===== src/rtl/dram_pad_drv_ctl.sv =====
// dram_pad_drv_ctl: walks the live SSTL pad drive codes (cbu/cbd) toward a
// calibration target one thermometer bit per step, stepping only inside a
// controller-granted safe window and spacing steps by STEP_GAP idle cycles.
// Optional: define DRAM_PAD_DRV_STATS_EN to add the step_cnt statistics port.
module dram_pad_drv_ctl #(
    parameter int          STEP_GAP = 4,
    parameter logic [8:1]  RST_CODE = 8'b0000_1111
) (
    input  logic       clk,
    input  logic       rst_l,
    input  logic       cal_req,
    input  logic [8:1] cal_cbu,
    input  logic [8:1] cal_cbd,
    output logic       cal_ack,
    output logic       cal_err,
    input  logic       safe_win,
    output logic [8:1] cbu,
    output logic [8:1] cbd,
    output logic       busy,
    output logic       done
`ifdef DRAM_PAD_DRV_STATS_EN
    ,
    output logic [7:0] step_cnt
`endif
);

    typedef enum logic [1:0] {IDLE, WAIT_WIN, GAP} state_t;

    state_t     state_reg, state_next;
    logic [3:0] cnt_reg, cnt_next;
    logic [8:1] tgt_u_reg, tgt_u_next, tgt_d_reg, tgt_d_next;
    logic [8:1] cbu_reg, cbu_next, cbd_reg, cbd_next;
    logic       ack_reg, ack_next, err_reg, err_next;
    logic       done_reg, done_next, busy_reg, busy_next;

    // Per-bit helpers: one-step-up / one-step-down codes and validity checks.
    logic [8:1] up_u, dn_u, up_d, dn_d;
    logic [8:1] bad_u, bad_d;
    logic       valid_u, valid_d;
    logic [8:1] step_u, step_d;

    generate
        for (genvar gi = 1; gi <= 8; gi++) begin : g_bit
            if (gi == 1) begin : g_lo
                // Setting the lowest 0 of a thermometer code always sets bit 1.
                assign up_u[gi]  = 1'b1;
                assign up_d[gi]  = 1'b1;
                assign bad_u[gi] = 1'b0;
                assign bad_d[gi] = 1'b0;
            end else begin : g_hi
                assign up_u[gi]  = cbu_reg[gi] | cbu_reg[gi-1];
                assign up_d[gi]  = cbd_reg[gi] | cbd_reg[gi-1];
                // A 1 sitting above a 0 breaks the contiguous run.
                assign bad_u[gi] = cal_cbu[gi] & ~cal_cbu[gi-1];
                assign bad_d[gi] = cal_cbd[gi] & ~cal_cbd[gi-1];
            end
            if (gi == 8) begin : g_top
                assign dn_u[gi] = 1'b0;
                assign dn_d[gi] = 1'b0;
            end else begin : g_mid
                // Clearing the highest 1 is a one-bit shift down of the run.
                assign dn_u[gi] = cbu_reg[gi+1];
                assign dn_d[gi] = cbd_reg[gi+1];
            end
        end
    endgenerate

    assign valid_u = ~|bad_u;
    assign valid_d = ~|bad_d;

    // Thermometer codes order the same as their levels, so a plain compare works.
    assign step_u = (cbu_reg < tgt_u_reg) ? up_u :
                    (cbu_reg > tgt_u_reg) ? dn_u : cbu_reg;
    assign step_d = (cbd_reg < tgt_d_reg) ? up_d :
                    (cbd_reg > tgt_d_reg) ? dn_d : cbd_reg;

    // Next-state and output decode for the handshake/step/gap sequencer.
    always_comb begin
        state_next = state_reg;
        cnt_next   = cnt_reg;
        tgt_u_next = tgt_u_reg;
        tgt_d_next = tgt_d_reg;
        cbu_next   = cbu_reg;
        cbd_next   = cbd_reg;
        ack_next   = 1'b0;
        err_next   = 1'b0;
        done_next  = 1'b0;
        case (state_reg)
            IDLE: begin
                // ack_reg high means this cal_req is the tail of the last request.
                if (cal_req && !ack_reg) begin
                    ack_next = 1'b1;
                    if (!(valid_u && valid_d)) begin
                        err_next = 1'b1;
                    end else begin
                        tgt_u_next = cal_cbu;
                        tgt_d_next = cal_cbd;
                        state_next = WAIT_WIN;
                    end
                end
            end
            WAIT_WIN: begin
                if (cbu_reg == tgt_u_reg && cbd_reg == tgt_d_reg) begin
                    done_next  = 1'b1;
                    state_next = IDLE;
                end else if (safe_win) begin
                    cbu_next   = step_u;
                    cbd_next   = step_d;
                    cnt_next   = 4'(STEP_GAP);
                    state_next = GAP;
                end
            end
            GAP: begin
                cnt_next = cnt_reg - 4'd1;
                if (cnt_reg <= 4'd1) begin
                    state_next = WAIT_WIN;
                end
            end
            default: state_next = IDLE;
        endcase
        busy_next = (state_next != IDLE);
    end

    // State and registered outputs.
    always_ff @(posedge clk or negedge rst_l) begin
        if (!rst_l) begin
            state_reg <= IDLE;
            cnt_reg   <= 4'd0;
            tgt_u_reg <= RST_CODE;
            tgt_d_reg <= RST_CODE;
            cbu_reg   <= RST_CODE;
            cbd_reg   <= RST_CODE;
            ack_reg   <= 1'b0;
            err_reg   <= 1'b0;
            done_reg  <= 1'b0;
            busy_reg  <= 1'b0;
        end else begin
            state_reg <= state_next;
            cnt_reg   <= cnt_next;
            tgt_u_reg <= tgt_u_next;
            tgt_d_reg <= tgt_d_next;
            cbu_reg   <= cbu_next;
            cbd_reg   <= cbd_next;
            ack_reg   <= ack_next;
            err_reg   <= err_next;
            done_reg  <= done_next;
            busy_reg  <= busy_next;
        end
    end

    assign cal_ack = ack_reg;
    assign cal_err = err_reg;
    assign cbu     = cbu_reg;
    assign cbd     = cbd_reg;
    assign busy    = busy_reg;
    assign done    = done_reg;

`ifdef DRAM_PAD_DRV_STATS_EN
    logic [7:0] step_cnt_reg;
    // Saturating count of cycles in which a step actually moved a code.
    always_ff @(posedge clk or negedge rst_l) begin
        if (!rst_l) begin
            step_cnt_reg <= 8'd0;
        end else if (((cbu_next != cbu_reg) || (cbd_next != cbd_reg)) &&
                     (step_cnt_reg != 8'hFF)) begin
            step_cnt_reg <= step_cnt_reg + 8'd1;
        end
    end
    assign step_cnt = step_cnt_reg;
`endif

endmodule


===== config.mk =====
export PLATFORM = sky130hd
export DESIGN_NAME = dram_pad_drv_ctl
export DESIGN_NICKNAME = d
export VERILOG_FILES = /design/src/rtl/dram_pad_drv_ctl.sv
export SDC_FILE = /design/constraint.sdc
export NUM_CORES = 1
export LEC_CHECK = 0
export CAP_MARGIN = 20
export CORE_MARGIN = 1
export CORE_UTILIZATION = 60
export CTS_CLUSTER_SIZE = 12
export DETAILED_ROUTE_END_ITERATION = 8
export DONT_BUFFER_PORTS = 1
export PLACE_DENSITY = 0.81
export RECOVER_POWER = 25
export SETUP_SLACK_MARGIN = 0.02
export SLEW_MARGIN = 0
export SYNTH_ARGS = -nofsm -noshare
export SYNTH_HDL_FRONTEND = slang
export SYNTH_SLANG_ARGS = --single-unit

===== constraint.sdc =====
create_clock -name clk -period 2.5 [get_ports clk]
set_clock_uncertainty 0.2 [all_clocks]
set_input_delay 0.375 -clock clk [delete_from_list [all_inputs] [get_ports clk]]
set_output_delay 0.375 -clock clk [all_outputs]
set_load 0.005 [all_outputs]

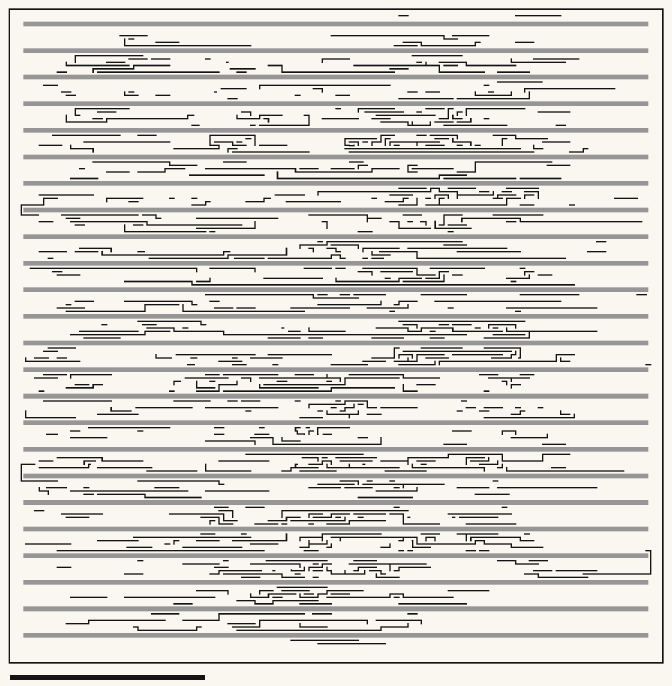
run_1/met1.png
Scale bar: 20 um. Supply wires on this layer in grey.
longest straight run	39.1 um
wire length on this layer	2350 um
share of all routed wire	48%
nets with wire on the layer	269
main direction	horizontal

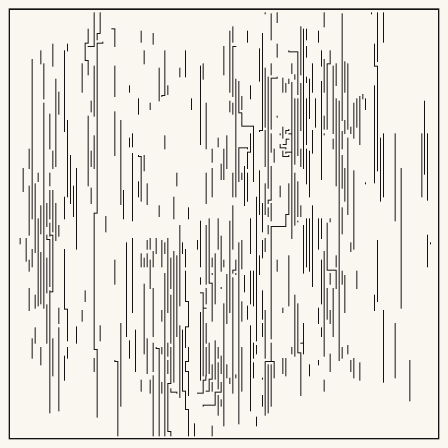
run_1/met2.png
wire length on this layer	2250 um
main direction	vertical
nets with wire on the layer	238
longest straight run	40.5 um
share of all routed wire	46%

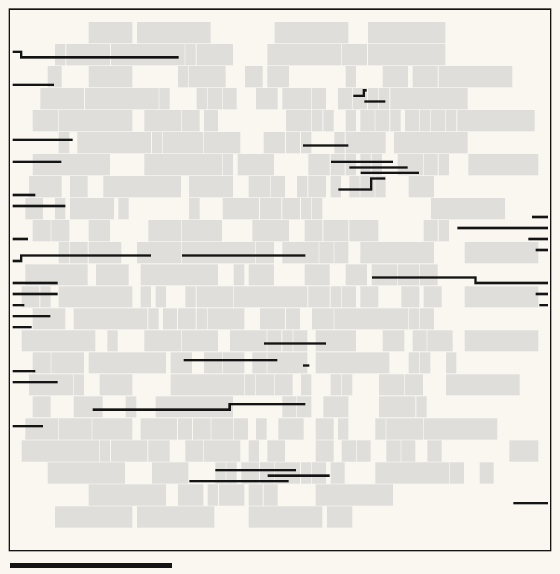
run_1/met3.png
Scale bar: 20 um. Cells faint in the background.
nets with wire on the layer	34
main direction	horizontal
wire length on this layer	267 um

==> flow_summary.yaml, run 1 <==
# synthesis and place-and-route metrics
global_route:
  met1_usage: 0.362
  grt_use_total: 0.260
  busiest_layer: "met2"
  grt_pass1_vias: 1765
  use_met3: 0.0651
final_timing:
  setup_viol: 0
  worst_pin_slew_ns: 0.991
  whs_ns: 0.0201
  final.setup.tns_ns: 0
  clock.fmax_mhz: 435
logic_synthesis:
  ys.flops: 42
  yosysSeqAreaShare: 0.426
  synth_warnings: 0
  synthMuxAreaShare: 0.0817
  topCellsByArea: "dfrtp_1 26%, dfstp_2 17%, ha_1 9.0%"
  synthTopLogicFamily: "simple AND/OR/NAND/NOR gates"
  synthCells: 253
  yosys.area_share.simple: 0.179
  synthArstFlopShare: 1.00
  ff_type: "dfrtp_1"
  synth_nets: 291
  mappedNetlistArea_um2: 2510
clock_tree:
  cts_resized: 0
  clk_latency_ns: 0.30
  h-tree-depth: 2
  path_clk_slew_ns: 0.08
  clock_path_buffers: 2
  cts-root-buf: "clkbuf_8"
floorplan:
  row_count: 23
  fp_util: 0.628
  die-area_um2: 4450
  ios: 40
  coreArea_um2: 4000
detailed_routing:
  wl_per_cell_um: 15.8
  vias: 1838
  met1_length_um: 2350
  routed_via_density: 5.89
placed_design:
  placed_area_um2: 2590
  gp_congestion: 0.965
pwr:
  switching_share: 0.306
  p_comb_mw: 0.395
  pg_seq_mw: 0.807
  total_power_mw: 1.66
  power_frac_comb: 0.238
  power.leakage_nw: 1.25
cells_and_area:
  comb_share: 0.484
  nets: 299
  n_fill_cell: 321
  seq_share: 0.398
  logic_gate_count: 178
  finalInstanceArea_um2: 2690
hold_path:
  min_path_type: "primary input to flip-flop"
setup_path:
  reg2reg_slack_ns: 0.20
  cp.depth: 7
  setup.worst_path.start: "tgt_d_reg[4]"
  critPathCaptureType: "flip-flop"
job:
  maxCapViolCount: 0
status:
  outcome: "completed"
run_1/gate_families.png
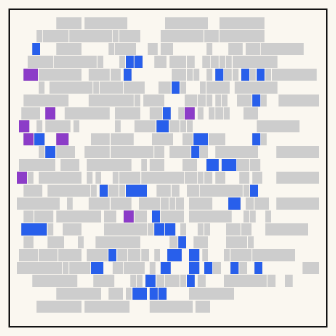

==> inputs of run 2 (changes only) <==
==> constraint.sdc (replaced) <==
create_clock -name clk -period 2.75 [get_ports clk]
set_clock_uncertainty 0.2 [all_clocks]
set_input_delay 0.4125 -clock clk [delete_from_list [all_inputs] [get_ports clk]]
set_output_delay 0.4125 -clock clk [all_outputs]
set_load 0.005 [all_outputs]
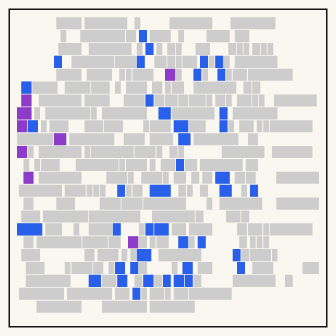
run_2/gate_families.png
colour	family	cells
blue	inverting AOI/OAI gates	41
purple	AND and OR gates	8
Final Non-Filler Cells: 309
most numerous logic cell after layout: nor2_1
fraction of area in multi-input gates: 0.485

==> run 2 against run 1 <==
Hold slack gained 0.039 ns. Synthesized area unchanged. Power shrank 6.0%. Highest routed layer unchanged.
==> flow_summary.yaml, run 2 <==
# synthesis and place-and-route metrics
status:
  outcome: "completed"
logic_synthesis:
  yosys.area_share.simple: 0.179
  synth_warnings: 0
  synth_nets: 291
  syn_area_per_cell_um2: 9.93
  yosysMostFrequentCell: "nor2_1"
  synthCells: 253
  synthTopLogicFamily: "simple AND/OR/NAND/NOR gates"
  synthArstFlopShare: 1.00
  ys_area_um2: 2510
  topCellsByArea: "dfrtp_1 26%, dfstp_2 17%, ha_1 9.0%"
  ys.flops: 42
  mappedNetlistArea_um2: 2510
  yosysSeqAreaShare: 0.426
  ff_type: "dfrtp_1"
  synth_cell_types: 48
  synthMuxAreaShare: 0.0817
floorplan:
  row_count: 23
  ios: 40
  fp_util: 0.628
  coreArea_um2: 4000
  die-area_um2: 4450
setup_path:
  critPathSlowestCell: "dfstp_2"
  crit_path_max_fanout: 9
  cp.depth: 6
  setup.worst_path.start: "cbu[2]"
  reg2reg_slack_ns: 0.37
  critical_path_buf_inv_count: 0
  crit_required_ns: 2.79
  critPathCaptureType: "flip-flop"
  crit_family: "AND-OR/OR-AND gates"
detailed_routing:
  dr_wl_met2_um: 2380
  met3_length_um: 386
  drc: 0
  routed_via_density: 6.12
  wl_per_cell_um: 16.4
  vias: 1890
  met1_length_um: 2200
final_timing:
  fin_ws_ns: 0.369
  period_minus_slack_ns: 2.38
  final.setup.tns_ns: 0
  rsz0062_at_grt: "false"
  worst_pin_slew_ns: 1.01
  clock.fmax_mhz: 420
  setup_viol: 0
  whs_ns: 0.0588
cells_and_area:
  final-clk-cell-share: 0.0396
  area_share_nonclk_buffers: 0.0196
  seq_share: 0.399
  seq_area_um2: 1070
  n_fill_cell: 316
  nets: 296
  dominant_cells: "logic gates"
  logic_area_um2: 1300
  logic_gate_count: 178
  finalInstanceArea_um2: 2690
  buffers: 7
  layout-drive-gt1-share: 0.201
clock_tree:
  cts-root-buf: "clkbuf_8"
  clock_path_buffers: 2
  cts_setup_buffers: 0
  cts_resized: 0
  path_clk_slew_ns: 0.08
  cts_tree: "done"
  h-tree-depth: 2
  clk_latency_ns: 0.30
hold_path:
  whs_path_depth: 1
  min_path_type: "primary input to flip-flop"
  hold_end: "tgt_u_reg[8]"
global_route:
  use_met3: 0.0805
  grt_max_degree: 43
  grt_pass1_vias: 1738
  grt_use_total: 0.260
  met1_usage: 0.331
  busiest_layer: "met2"
placed_design:
  gp_congestion: 0.843
  pre_cts_ws_ns: 0.400
  placed_area_um2: 2560
pwr:
  power_frac_comb: 0.220
  p_comb_mw: 0.343
  p_seq_frac: 0.470
  switching_share: 0.296
  total_power_mw: 1.56
  pg_seq_mw: 0.733
  power.leakage_nw: 1.24
  maxPowerGroup: "registers"
  p_per_area_nw_per_um2: 580
job:
  maxCapViolCount: 0
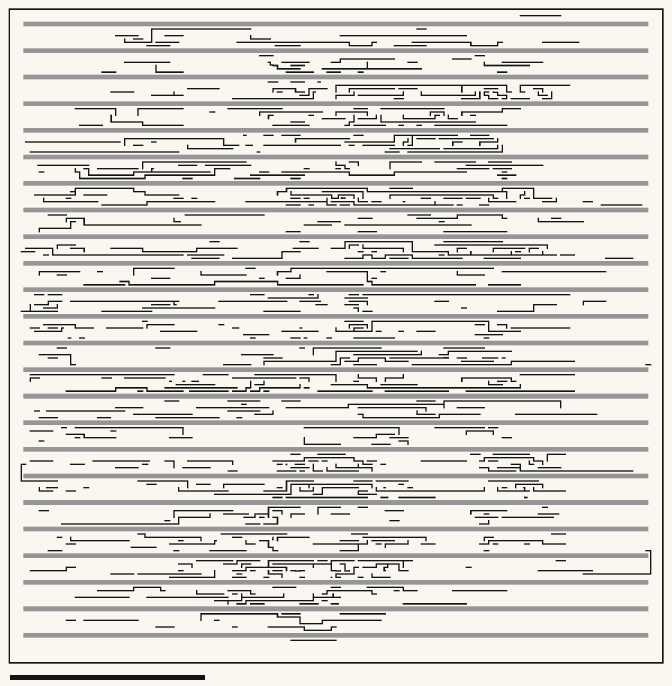
run_2/met1.png
Scale bar: 20 um. Supply wires on this layer in grey.
wire length on this layer	2200 um
share of all routed wire	43%

==> inputs of run 3 (changes only) <==
==> constraint.sdc (replaced) <==
create_clock -name clk -period 2.74 [get_ports clk]
set_clock_uncertainty 0.2 [all_clocks]
set_input_delay 0.411 -clock clk [delete_from_list [all_inputs] [get_ports clk]]
set_output_delay 0.411 -clock clk [all_outputs]
set_load 0.005 [all_outputs]
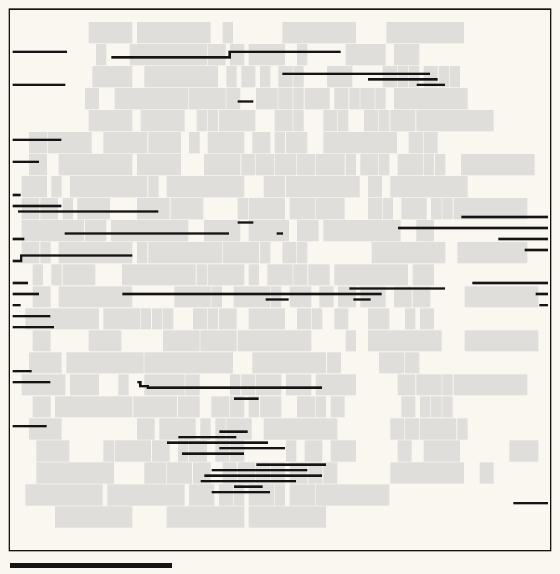
run_3/met3.png
Scale bar: 20 um. Cells faint in the background.
share of all routed wire	7.6%
longest straight run	31.7 um
nets with wire on the layer	41

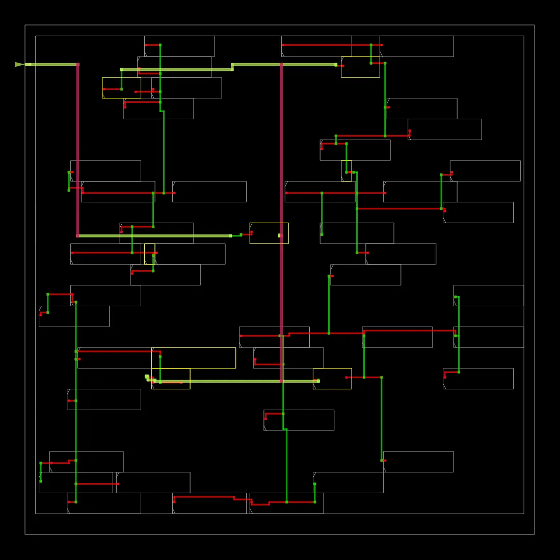
run_3/final_clocks.png
CTS Sinks: 42
registers: 42
CLK BUF: 7
Clock group: 0.484 mW

==> run 3 against run 2 <==
Sequential cell count unchanged. Register-to-register slack is essentially flat. Clock-buffer cell count stayed put.
==> flow_summary.yaml, run 3 <==
# synthesis and place-and-route metrics
logic_synthesis:
  synthArstFlopShare: 1.00
  mappedNetlistArea_um2: 2510
  edf_count: 0
  synthTopLogicFamily: "simple AND/OR/NAND/NOR gates"
  ys_area_um2: 2510
  yosys.area_share.simple: 0.179
  yosysMostFrequentCell: "nor2_1"
  ff_type: "dfrtp_1"
  yosysSeqAreaShare: 0.426
  synth_cell_types: 48
  syn_area_per_cell_um2: 9.93
  synthMuxAreaShare: 0.0817
  synth_nets: 291
  synth_warnings: 0
  ys.flops: 42
  synthCells: 253
cells_and_area:
  final_cells: 309
  finalInstanceArea_um2: 2690
  logic_area_um2: 1300
  seq_share: 0.399
  dominant_cells: "logic gates"
  buffers: 7
  nets: 296
  area_share_nonclk_buffers: 0.0196
  final_common_cell: "nor2_1"
  comb_share: 0.485
  seq_area_um2: 1070
detailed_routing:
  dr_wl_met2_um: 2380
  drc: 0
  met3_length_um: 386
  drt_pre_antenna_iters: 4
  routed_via_density: 6.12
  vias: 1890
  wl_per_cell_um: 16.4
  met1_length_um: 2200
  top_layer_used: "met4"
setup_path:
  critical_path_buf_inv_count: 0
  crit_path_max_fanout: 9
  critPathSlowestCell: "dfstp_2"
  reg2reg_slack_ns: 0.36
  setup.worst_path.start: "cbu[2]"
  cp.depth: 6
  crit_family: "AND-OR/OR-AND gates"
  cp_cell_sequence: "ha_1, nor2b_1, o211ai_1, a21o_1, nor2b_1, a32o_1"
clock_tree:
  cts_setup_buffers: 0
  h-tree-depth: 2
  clock_path_buffers: 2
  cts-root-buf: "clkbuf_8"
  cts_tree: "done"
  path_clk_slew_ns: 0.08
  cts_resized: 0
global_route:
  busiest_layer: "met2"
  use_met3: 0.0805
  grt_max_degree: 43
  grt_use_total: 0.260
  met1_usage: 0.331
pwr:
  switching_share: 0.296
  maxPowerGroup: "registers"
  p_seq_frac: 0.470
  power.leakage_nw: 1.24
  pg_seq_mw: 0.736
  power_frac_comb: 0.220
  p_per_area_nw_per_um2: 582
floorplan:
  die-area_um2: 4450
  n_tap_cell: 50
  coreArea_um2: 4000
  fp_util: 0.628
hold_path:
  hold_end: "tgt_u_reg[8]"
  whs_path_depth: 1
  min_path_type: "primary input to flip-flop"
final_timing:
  fin_ws_ns: 0.359
  period_minus_slack_ns: 2.38
  worst_pin_slew_ns: 1.01
  whs_ns: 0.0573
  setup_viol: 0
  rsz0062_at_grt: "false"
  final.setup.tns_ns: 0
job:
  maxCapViolCount: 0
status:
  outcome: "completed"
placed_design:
  pre_cts_ws_ns: 0.390
  placed_area_um2: 2560
Power and IR drop assume default switching activity.
